## config.mk

```make
export PLATFORM = sky130hd
export DESIGN_NAME = stb_port_arbiter
export DESIGN_NICKNAME = d
export VERILOG_FILES = /design/src/rtl/stb_port_arbiter.sv
export SDC_FILE = /design/constraint.sdc
export NUM_CORES = 1
export LEC_CHECK = 0
export ABC_AREA = 1
export CAP_MARGIN = 20
export CORE_MARGIN = 1
export CORE_UTILIZATION = 40
export DETAILED_ROUTE_END_ITERATION = 10
export SETUP_SLACK_MARGIN = 0.05
export SYNTH_ARGS = -nofsm -noshare
export SYNTH_HDL_FRONTEND = slang
export SYNTH_SLANG_ARGS = --single-unit
export TNS_END_PERCENT = 5
```

## constraint.sdc

```tcl
create_clock -name clk -period 1.9 [get_ports clk]
set_input_delay 0.38 -clock clk [delete_from_list [all_inputs] [get_ports clk]]
set_output_delay 0.38 -clock clk [all_outputs]
set_load 0.01 [all_outputs]
```

## src/rtl/stb_port_arbiter.sv

```systemverilog
// stb_port_arbiter: arbitrates one shared port between an SPI and an I2C controller.
// Break-before-make: every hand-over passes through a GUARD-cycle setup or release phase.
// Optional watchdog (define STB_ARB_TIMEOUT_EN) forces a release after TIMEOUT grant cycles.
module stb_port_arbiter #(
    parameter int unsigned GUARD   = 4,
    parameter int unsigned TIMEOUT = 65535
) (
    input  logic       clk,
    input  logic       reset_n,
    input  logic       stb_en,
    input  logic       spi_req,
    input  logic       spi_busy,
    input  logic [2:0] spi_cs,
    input  logic       spi_pol,
    input  logic       i2c_req,
    input  logic       i2c_busy,
    input  logic [2:0] i2c_sel,
    output logic       spi_gnt,
    output logic       i2c_gnt,
    output logic [5:0] ctrl,
    output logic       timeout_err,
    input  logic       err_clr
);

    typedef enum logic [2:0] {
        StDtb, StIdle, StSetupSpi, StSetupI2c, StGntSpi, StGntI2c, StRelease
    } state_e;

    localparam logic [7:0] GuardLoad = 8'(GUARD - 1);

    state_e     state_q, state_d;
    logic [7:0] cnt_q, cnt_d;
    logic       pol_q, pol_d;
    logic [2:0] cs_q, cs_d;
    logic [2:0] sel_q, sel_d;
    logic       last_spi_q, last_spi_d;  // 1: SPI was granted last, so I2C wins the next tie
    logic [5:0] ctrl_q, ctrl_d;
    logic       pick_spi, pick_i2c;
    logic       timeout_hit;

`ifdef STB_ARB_TIMEOUT_EN
    logic [15:0] wd_q, wd_d;
    logic        err_q, err_d;

    assign timeout_hit = ((state_q == StGntSpi) || (state_q == StGntI2c)) &&
                         (wd_q == 16'(TIMEOUT - 1));

    // Watchdog counts consecutive grant cycles; flag set has priority over clear.
    always_comb begin
        wd_d  = 16'd0;
        err_d = err_q;
        if (((state_q == StGntSpi) || (state_q == StGntI2c)) && (state_d == state_q)) begin
            wd_d = wd_q + 16'd1;
        end
        if (timeout_hit) begin
            err_d = 1'b1;
        end else if (err_clr) begin
            err_d = 1'b0;
        end
    end

    // Watchdog state registers.
    always_ff @(posedge clk or negedge reset_n) begin
        if (!reset_n) begin
            wd_q  <= 16'd0;
            err_q <= 1'b0;
        end else begin
            wd_q  <= wd_d;
            err_q <= err_d;
        end
    end

    assign timeout_err = err_q;
`else
    logic        unused_err_clr;
    logic [15:0] unused_timeout;

    assign unused_err_clr = err_clr;
    assign unused_timeout = 16'(TIMEOUT);
    assign timeout_hit    = 1'b0;
    assign timeout_err    = 1'b0;
`endif

    // Next-state, guard counter, latched selects and the next control word.
    always_comb begin
        state_d    = state_q;
        cnt_d      = cnt_q;
        pol_d      = pol_q;
        cs_d       = cs_q;
        sel_d      = sel_q;
        last_spi_d = last_spi_q;
        pick_spi   = spi_req && (!i2c_req || !last_spi_q);
        pick_i2c   = i2c_req && !pick_spi;

        case (state_q)
            StDtb: begin
                if (stb_en) state_d = StIdle;
            end
            StIdle: begin
                if (pick_spi) begin
                    state_d    = StSetupSpi;
                    cnt_d      = GuardLoad;
                    cs_d       = spi_cs;
                    pol_d      = spi_pol;
                    last_spi_d = 1'b1;
                end else if (pick_i2c) begin
                    state_d    = StSetupI2c;
                    cnt_d      = GuardLoad;
                    sel_d      = i2c_sel;
                    last_spi_d = 1'b0;
                end
            end
            StSetupSpi: begin
                if (cnt_q == 8'd0) state_d = StGntSpi;
                else               cnt_d   = cnt_q - 8'd1;
            end
            StSetupI2c: begin
                if (cnt_q == 8'd0) state_d = StGntI2c;
                else               cnt_d   = cnt_q - 8'd1;
            end
            StGntSpi: begin
                if ((!spi_req && !spi_busy) || timeout_hit) begin
                    state_d = StRelease;
                    cnt_d   = GuardLoad;
                end
            end
            StGntI2c: begin
                if ((!i2c_req && !i2c_busy) || timeout_hit) begin
                    state_d = StRelease;
                    cnt_d   = GuardLoad;
                end
            end
            StRelease: begin
                if (cnt_q == 8'd0) state_d = StIdle;
                else               cnt_d   = cnt_q - 8'd1;
            end
            default: state_d = StDtb;
        endcase

        // Leaving STB mode overrides everything.
        if (!stb_en) begin
            state_d = StDtb;
            cnt_d   = 8'd0;
        end

        // ctrl follows the next state so it switches together with the state.
        case (state_d)
            StIdle, StRelease:      ctrl_d = 6'h20;
            StSetupSpi, StGntSpi:   ctrl_d = {1'b1, 1'b1, pol_d, cs_d};
            StSetupI2c, StGntI2c:   ctrl_d = {1'b1, 1'b0, 1'b0, sel_d};
            default:                ctrl_d = 6'h00;
        endcase
    end

    // Arbiter state registers.
    always_ff @(posedge clk or negedge reset_n) begin
        if (!reset_n) begin
            state_q    <= StDtb;
            cnt_q      <= 8'd0;
            pol_q      <= 1'b0;
            cs_q       <= 3'd0;
            sel_q      <= 3'd0;
            last_spi_q <= 1'b0;
            ctrl_q     <= 6'h00;
        end else begin
            state_q    <= state_d;
            cnt_q      <= cnt_d;
            pol_q      <= pol_d;
            cs_q       <= cs_d;
            sel_q      <= sel_d;
            last_spi_q <= last_spi_d;
            ctrl_q     <= ctrl_d;
        end
    end

    assign spi_gnt = (state_q == StGntSpi);
    assign i2c_gnt = (state_q == StGntI2c);
    assign ctrl    = ctrl_q;

endmodule

```

Fig. 1: metal 1
Scale bar: 20 µm. Cells faint in the background.
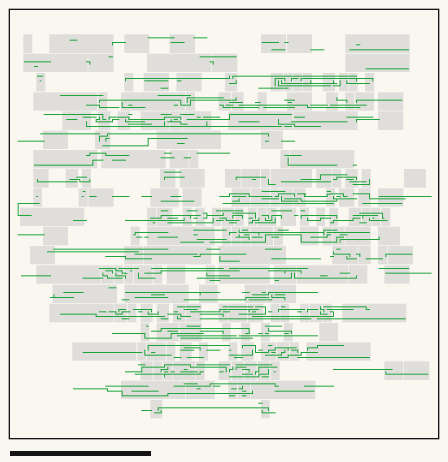
The layer holds 53% of the routed length. The longest straight run is 27.6 µm.

==> reports/summary.json <==
{
  "min_period_ns": 1.72,
  "run_status": "complete, no violations",
  "cts_buffer_depth": 2,
  "grt_setup_unrepaired": "false",
  "seq_area_um2": 629,
  "timing_worst_setup_path_type": "reg2reg",
  "comb_cell_power_uw": 1500,
  "tool_warnings": 27,
  "post_route_cells_drive_above_1_share_pct": 23.4,
  "detail_route.vias_per_cell": 4.68,
  "num_tap_cells": 44,
  "synth_flops": 25,
  "area_share_clock_buf_inv_pct": 1.50,
  "synth.top_cells.by_area": "dfrtp_1, nand2_1, nand3_1",
  "pwr_density_cell_mw_per_mm2": 1470,
  "fin_total_pwr_uw": 2570,
  "tritoncts_clock_tree": "built",
  "synthTopLogicFamily": "simple AND/OR/NAND/NOR gates",
  "share_comb_of_total_power_pct": 58.2,
  "slew_viol_final": 0,
  "grt_max_degree": 26,
  "yosysCellCount": 163,
  "vias_in_the_first_global_route": 1024,
  "critical_path.startpoint_type": "register",
  "power_leader": "combinational logic",
  "max_freq_mhz": 581,
  "n_all_inverters": 21,
  "synth-simple-area-share_pct": 35.1,
  "top_cell": "nand2_1",
  "final_hold_violations": 0,
  "multi_input_combinational_area_share_pct": 38.0,
  "logic_area_um2": 667,
  "finish.instance_area_mm2": 0.00175
}
Fig. 2: the metal 2 layer
Scale bar: 20 µm. Cells faint in the background.
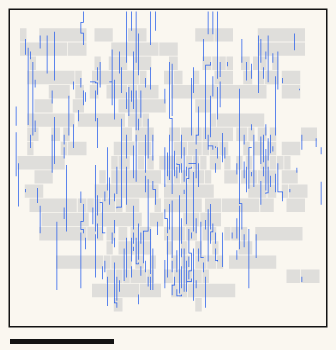
The layer holds 43% of the routed length. The layer carries 1170 µm of wire.
vias post-DR: 1127
met2 global-route usage: 24.5%

path summary, 6_finish.rpt:
path / start / endpoint / slack [ns] / depth (start not counted)
setup / recovery: cnt_q[0]$_DFFE_PN0P_ / ctrl[1]$_DFF_PN0_ / 0.18 / 11
hold / removal: reset_n / cnt_q[6]$_DFFE_PN0P_ / 0.42 / 2
setup reg to reg: cnt_q[0]$_DFFE_PN0P_ / ctrl[1]$_DFF_PN0_ / 0.18 / 11
hold reg to reg: cnt_q[0]$_DFFE_PN0P_ / cnt_q[0]$_DFFE_PN0P_ / 0.47 / 1
max in group asynchronous: reset_n / state_q[1]$_DFF_PN0_ / 1.22 / 2
min in group clk: cnt_q[0]$_DFFE_PN0P_ / cnt_q[0]$_DFFE_PN0P_ / 0.47 / 1
registers in the layout (all words and copies together) (netlist names):
register    cells
cnt_q           8
cs_q            3
ctrl            6
last_spi_q      1
pol_q           1
sel_q           3
state_q         3
through the flow:
step | hold WS, ns | setup WS, ns
floorplan | 0.0844 | 0.318
global placement | 0.450 | -0.0291
detailed placement | 0.458 | -0.0492
CTS | 0.423 | 0.0589
global route | 0.428 | 0.0524
finish | 0.418 | 0.178
layer usage:
metal	part of all wire [%]	GRT usage (%)	routed length, µm	vias up
li1	-	-	-	591
met3	3.6	2.99	99	2
met5	0	0	0	-
met4	0.55	4.87	15	0
met1	53	24.5	1440	514
met2	43	24.5	1170	20
critical path: stages (launching register included):
cell,delay (ns)
dfrtp_1,0.41
inv_1,0.12
ha_4,0.18
nand2_1,0.09
nor2_4,0.19
nor2_8,0.07
nor2_8,0.18
inv_2,0.08
nand2_1,0.07
nand2_1,0.08
nand3_1,0.09
nand2_1,0.06
repair_timing:
item | CTS | global route
gates resized | 5 | 3
pin swaps | 0 | 1
setup endpoints to repair | 2 | 12
hold buffers | 0 | 0
setup buffers | 3 | 0
